$ cat src/rtl/alu_op_sequencer.sv
// Byte-bus operand/opcode collector that issues one ALU op and waits, bounded by TIMEOUT, for its result.
// Issue-to-done latency is at least 2 cycles; strobe rises outside IDLE/GOT_A are dropped, and abort returns to IDLE.
module alu_op_sequencer #(
    parameter int TIMEOUT = 15
) (
    input  logic       clk,
    input  logic       rst,
    input  logic [7:0] data_in,
    input  logic [2:0] opcode_in,
    input  logic       strobe,
    input  logic       abort,
    output logic [7:0] alu_a,
    output logic [7:0] alu_b,
    output logic [2:0] alu_op,
    output logic       alu_start,
    input  logic [7:0] alu_result,
    input  logic       alu_carry,
    input  logic       alu_valid,
    output logic [7:0] result,
    output logic       carry,
    output logic       zero,
    output logic       err,
    output logic       busy,
    output logic       done
);

    typedef enum logic [2:0] {
        S_IDLE,
        S_GOT_A,
        S_ISSUE,
        S_WAIT,
        S_DONE
    } state_t;

    localparam logic [7:0] CNT_LAST = 8'(TIMEOUT - 1);

    state_t     state_q, state_d;
    logic [7:0] cnt_q, cnt_d;
    logic       strobe_q, strobe_d;
    logic [7:0] alu_a_q, alu_a_d;
    logic [7:0] alu_b_q, alu_b_d;
    logic [2:0] alu_op_q, alu_op_d;
    logic [7:0] result_q, result_d;
    logic       carry_q, carry_d;
    logic       zero_q, zero_d;
    logic       err_q, err_d;
    logic       start_q, start_d;
    logic       done_q, done_d;
    logic       busy_q, busy_d;
    logic       rise;

    always_comb begin
        state_d  = state_q;
        cnt_d    = cnt_q;
        strobe_d = strobe;
        alu_a_d  = alu_a_q;
        alu_b_d  = alu_b_q;
        alu_op_d = alu_op_q;
        result_d = result_q;
        carry_d  = carry_q;
        zero_d   = zero_q;
        err_d    = err_q;
        rise     = strobe & ~strobe_q;

        // Abort outranks every other event, including a rise seen in IDLE.
        if (abort) begin
            state_d = S_IDLE;
        end else begin
            case (state_q)
                S_IDLE: begin
                    if (rise) begin
                        alu_a_d  = data_in;
                        alu_op_d = opcode_in;
                        if (opcode_in[2]) begin
                            alu_b_d = 8'h00;
                            state_d = S_ISSUE;
                        end else begin
                            state_d = S_GOT_A;
                        end
                    end
                end
                S_GOT_A: begin
                    if (rise) begin
                        alu_b_d = data_in;
                        state_d = S_ISSUE;
                    end
                end
                S_ISSUE: begin
                    cnt_d   = 8'h00;
                    state_d = S_WAIT;
                end
                S_WAIT: begin
                    if (alu_valid) begin
                        result_d = alu_result;
                        carry_d  = alu_carry;
                        zero_d   = (alu_result == 8'h00);
                        err_d    = 1'b0;
                        state_d  = S_DONE;
                    end else if (cnt_q == CNT_LAST) begin
                        result_d = 8'h00;
                        carry_d  = 1'b0;
                        zero_d   = 1'b0;
                        err_d    = 1'b1;
                        state_d  = S_DONE;
                    end else begin
                        cnt_d = cnt_q + 8'd1;
                    end
                end
                S_DONE:  state_d = S_IDLE;
                default: state_d = S_IDLE;
            endcase
        end

        // Pulses and busy are registered from the next state so they line up with it.
        start_d = (state_d == S_ISSUE);
        done_d  = (state_d == S_DONE);
        busy_d  = (state_d != S_IDLE);
    end

    always_ff @(posedge clk or posedge rst) begin
        if (rst) begin
            state_q  <= S_IDLE;
            cnt_q    <= 8'h00;
            strobe_q <= 1'b1;
            alu_a_q  <= 8'h00;
            alu_b_q  <= 8'h00;
            alu_op_q <= 3'd0;
            result_q <= 8'h00;
            carry_q  <= 1'b0;
            zero_q   <= 1'b0;
            err_q    <= 1'b0;
            start_q  <= 1'b0;
            done_q   <= 1'b0;
            busy_q   <= 1'b0;
        end else begin
            state_q  <= state_d;
            cnt_q    <= cnt_d;
            strobe_q <= strobe_d;
            alu_a_q  <= alu_a_d;
            alu_b_q  <= alu_b_d;
            alu_op_q <= alu_op_d;
            result_q <= result_d;
            carry_q  <= carry_d;
            zero_q   <= zero_d;
            err_q    <= err_d;
            start_q  <= start_d;
            done_q   <= done_d;
            busy_q   <= busy_d;
        end
    end

    assign alu_a     = alu_a_q;
    assign alu_b     = alu_b_q;
    assign alu_op    = alu_op_q;
    assign alu_start = start_q;
    assign result    = result_q;
    assign carry     = carry_q;
    assign zero      = zero_q;
    assign err       = err_q;
    assign busy      = busy_q;
    assign done      = done_q;

endmodule

$ cat config.mk
export PLATFORM = sky130hd
export DESIGN_NAME = alu_op_sequencer
export DESIGN_NICKNAME = d
export VERILOG_FILES = /design/src/rtl/alu_op_sequencer.sv
export SDC_FILE = /design/constraint.sdc
export NUM_CORES = 1
export LEC_CHECK = 0
export CAP_MARGIN = 20
export CELL_PAD_IN_SITES_DETAIL_PLACEMENT = 0
export CELL_PAD_IN_SITES_GLOBAL_PLACEMENT = 1
export CORE_ASPECT_RATIO = 0.5
export CORE_UTILIZATION = 35
export CTS_CLUSTER_DIAMETER = 100
export DETAILED_ROUTE_END_ITERATION = 12
export PLACE_DENSITY = 0.85
export SYNTH_ARGS = -nofsm -noshare
export SYNTH_HDL_FRONTEND = slang
export SYNTH_SLANG_ARGS = --single-unit
$ cat constraint.sdc
create_clock -name clk -period 2.17 [get_ports clk]
set_input_delay 0.217 -clock clk [delete_from_list [all_inputs] [get_ports clk]]
set_output_delay 0.217 -clock clk [all_outputs]
set_load 0.02 [all_outputs]
run_1/final_clocks.png
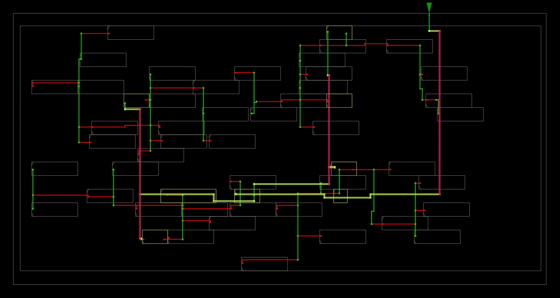
Clock Skew: 0.00257 ns
clk sinks: 45
clk ins delay skew pair: 0.30 ns
final-layout clock buffer total: 6

run_1/density.png
Scale: 4 px per um. The die is cut into 11 by 5 equal tiles; black is low, pale yellow is high, 0 to 100% covered.
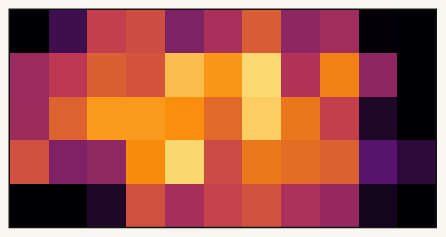
densest ninth of the die	middle
fullest tile	91%
tiles over 75% full	14%
mean over tiles	45%
nearly empty tiles	14%

==> deck_impl_summary.md, run 1 <==
Synthesis and Place & Route Summary

CTS
  • Root buffer cell: clkbuf_8
  • Clock buffer depth: 2
  • # hold bufs at CTS: 0
  • CTS tree: built
  • PostCTS Resize Cnt: 0

STA
  • Final setup viols: 0
  • Peak Freq: roughly 0.49 GHz
  • Final Hold Slack: about 0.25 ns
  • Slew of the pin with the lowest slew margin: between 0.7 and 0.8 ns
  • Final hold violations: 0
  • Slew HR: about half

Floorplan
  • Fp util: approximately 37%
  • # IOs: roughly 58
  • Core area: between 0.005 and 0.006 mm2
  • Die W: 106 um

Layout
  • Inserted Diodes: 0
  • Fin nets: about 260
  • Ratio of cells with drive above 1 in the final layout: between 10% and 20%
  • Most numerous logic cell after layout: clkdlybuf4s50_1

Global route
  • Gr busiest metal: met2
  • Vias in the first global route: around 1400
  • Largest net degree at the start of global routing: 27

Synth
  • Yosys adder share: 1.31%
  • Average size of a mapped cell: ~11 um2
  • Yosys cell count: 167
  • Top cells by count, synth: 44 x dfrtp_1, 27 x nand2_1, 11 x mux2_2, 11 x nand3_1
  • Synth Net Count: approximately 190
  • Synth warnings: 0
  • Flip-flops with a built-in enable: 0
  • Post-synth ARST share: 100%

Power
  • Total Power: 0.00229 W
  • Maximum vdd ir drop: 0.499 mV
  • Leak pwr: about 1.2 nW

Detailed routing
  • Drt via density: slightly below 5
  • Routed Antenna Nets: 0
  • Starting DRT DRC Count: approximately 57
  • M1 wire length: a little under 2000 um

Critical path
  • FF-to-FF Start: cnt_q[0]
  • Worst r2r path cells: 6
  • Critical path launch point type: flip-flop
  • Worst r2r dst: zero

Flow run
  • Max_cap viols: 0

Run status
  • Status: finished clean

Placed design
  • Place WS: about 0.10 ns
run_1/metal_stack.png
Scale: 3 px per um.
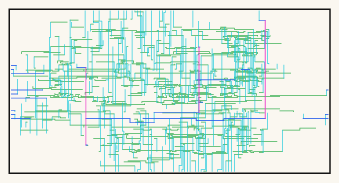
layer	color	wire length
met4	magenta	80.2 um
met3	blue	158 um
met2	cyan	2050 um
met1	green	1940 um

## run 1: critical path, stage by stage (launching register included)
cell	delay (ns)
dfrtp_1	0.43
inv_1	0.09
ha_1	0.16
inv_1	0.04
o41a_1	0.39
or3_4	0.47
mux2_4	0.32
## run 1: where the power goes
part	internal (W)	switching, W
Clock	0.000374	0.000281
Sequential	0.000959	0.0000697
Combinational	0.000324	0.000286
## run 1: flip-flops by register name, indices dropped and copies added (netlist names)
register,flops
alu_a,8
alu_b,8
cnt_q,8
result,8
alu_op,3
state_q,3
alu_start,1
busy,1
carry,1
done,1
err,1
strobe_q,1
zero,1
## run 1: final cells by class
type	instances	area, um2
flip-flops and latches	45	1130
well taps	70	87.6
repair buffers	61	613
clock inverters	2	37.5
inverters	9	35.0
clock buffers	6	82.6
multi-input cells	107	711
fillers	465	2400
==> inputs of run 2 (changes only) <==
--- a/config.mk
+++ b/config.mk
@@ -5,12 +5,13 @@
 export SDC_FILE = /design/constraint.sdc
 export NUM_CORES = 1
 export LEC_CHECK = 0
-export CAP_MARGIN = 20
+export CAP_MARGIN = 15
 export CELL_PAD_IN_SITES_DETAIL_PLACEMENT = 0
 export CELL_PAD_IN_SITES_GLOBAL_PLACEMENT = 1
 export CORE_ASPECT_RATIO = 0.5
 export CORE_UTILIZATION = 35
 export CTS_CLUSTER_DIAMETER = 100
+export CTS_CLUSTER_SIZE = 16
 export DETAILED_ROUTE_END_ITERATION = 12
 export PLACE_DENSITY = 0.85
 export SYNTH_ARGS = -nofsm -noshare
run_2/density.png
Scale: 4 px per um. The die is cut into 11 by 5 equal tiles; black is low, pale yellow is high, 0 to 100% covered.
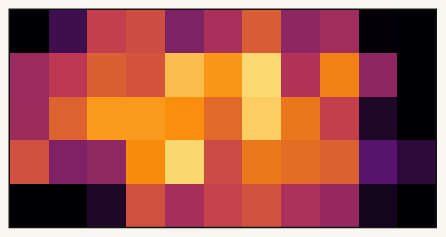
fullest tile	91%
densest ninth of the die	middle
mean over tiles	45%
tiles over 75% full	14%
nearly empty tiles	14%

run_2/metal_stack.png
Scale: 3 px per um.
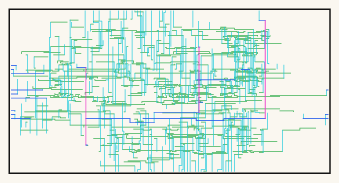
layer	color	wire length
met3	blue	158 um
met1	green	1940 um
met4	magenta	80.2 um
met2	cyan	2050 um

run_2/cell_classes.png
Scale: 3 px per um.
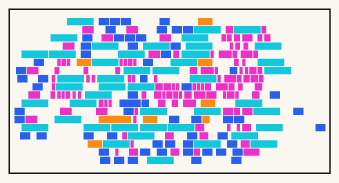
class	color	cells	share of their area
all other logic	magenta	116	29%
flip-flops	cyan	45	43%
other buffers and delay cells	blue	61	24%
clock drivers and dummy loads	orange	8	4.6%

==> deck_impl_summary.md, run 2 <==
Synthesis and Place & Route Summary

Run status
  • Status: finished clean

Synth
  • Synth Net Count: slightly below 200
  • Yosys adder share: between 1 and 1.5%
  • Flip-flops with a built-in enable: 0

CTS
  • Clk sinks: about 45
  • PostCTS Resize Cnt: 0
  • CTS tree: built
  • # hold bufs at CTS: 0

Critical path
  • Critical path launch point type: flip-flop
  • FF-to-FF Start: cnt_q[0]
  • Worst r2r path cells: 6
  • Worst path most repeated cell: inv_1
  • Critical Path Max Stage Delay: 0.47 ns
  • Slowest stage cell on the critical path: or3_4
  • Worst r2r dst: zero
  • Worst path depth: 6

Power
  • Maximum vdd ir drop: between 0.4 and 0.5 mV
  • Total Power: between 0.002 and 0.0025 W

Detailed routing
  • Drt via density: a little under 5

Global route
  • Largest net degree at the start of global routing: 27
  • Vias in the first global route: approximately 1400

Floorplan
  • Fp util: a little under two fifths

STA
  • Final hold violations: 0
  • Slew of the pin with the lowest slew margin: about 0.72 ns

Layout
  • Fin nets: ~260
==> run 2: area by class of cell <==
type,count,area (um2)
clock buffer,6,82.6
clock inverter,2,37.5
fill,465,2400
inverter,9,35.0
multi-input combinational,107,711
sequential,45,1130
tap,70,87.6
timing repair buffer,61,613
==> run 2: per-layer routing <==
layer,vias up,routed length [um],share of wire (%)
li1,713,-,-
met5,-,0,0
met4,0,80,1.9
met3,8,158,3.7
met2,24,2050,48
met1,711,1940,46
==> run 2: stage by stage <==
step / instances / utilization, %
3_3_place_gp: 292 / 50.6
2_1_floorplan: 167 / -
4_1_cts: 300 / 52.9
5_1_grt: 300 / 52.9
6_report: 300 / 52.9
3_5_place_dp: 292 / 50.6
==> run 2: report_power, final <==
part,switching [W],internal [W]
sequential,0.0000697,0.000959
combinational,0.000286,0.000324
clock,0.000281,0.000374
No activity file was given, so power comes from the tool's default toggle rates.
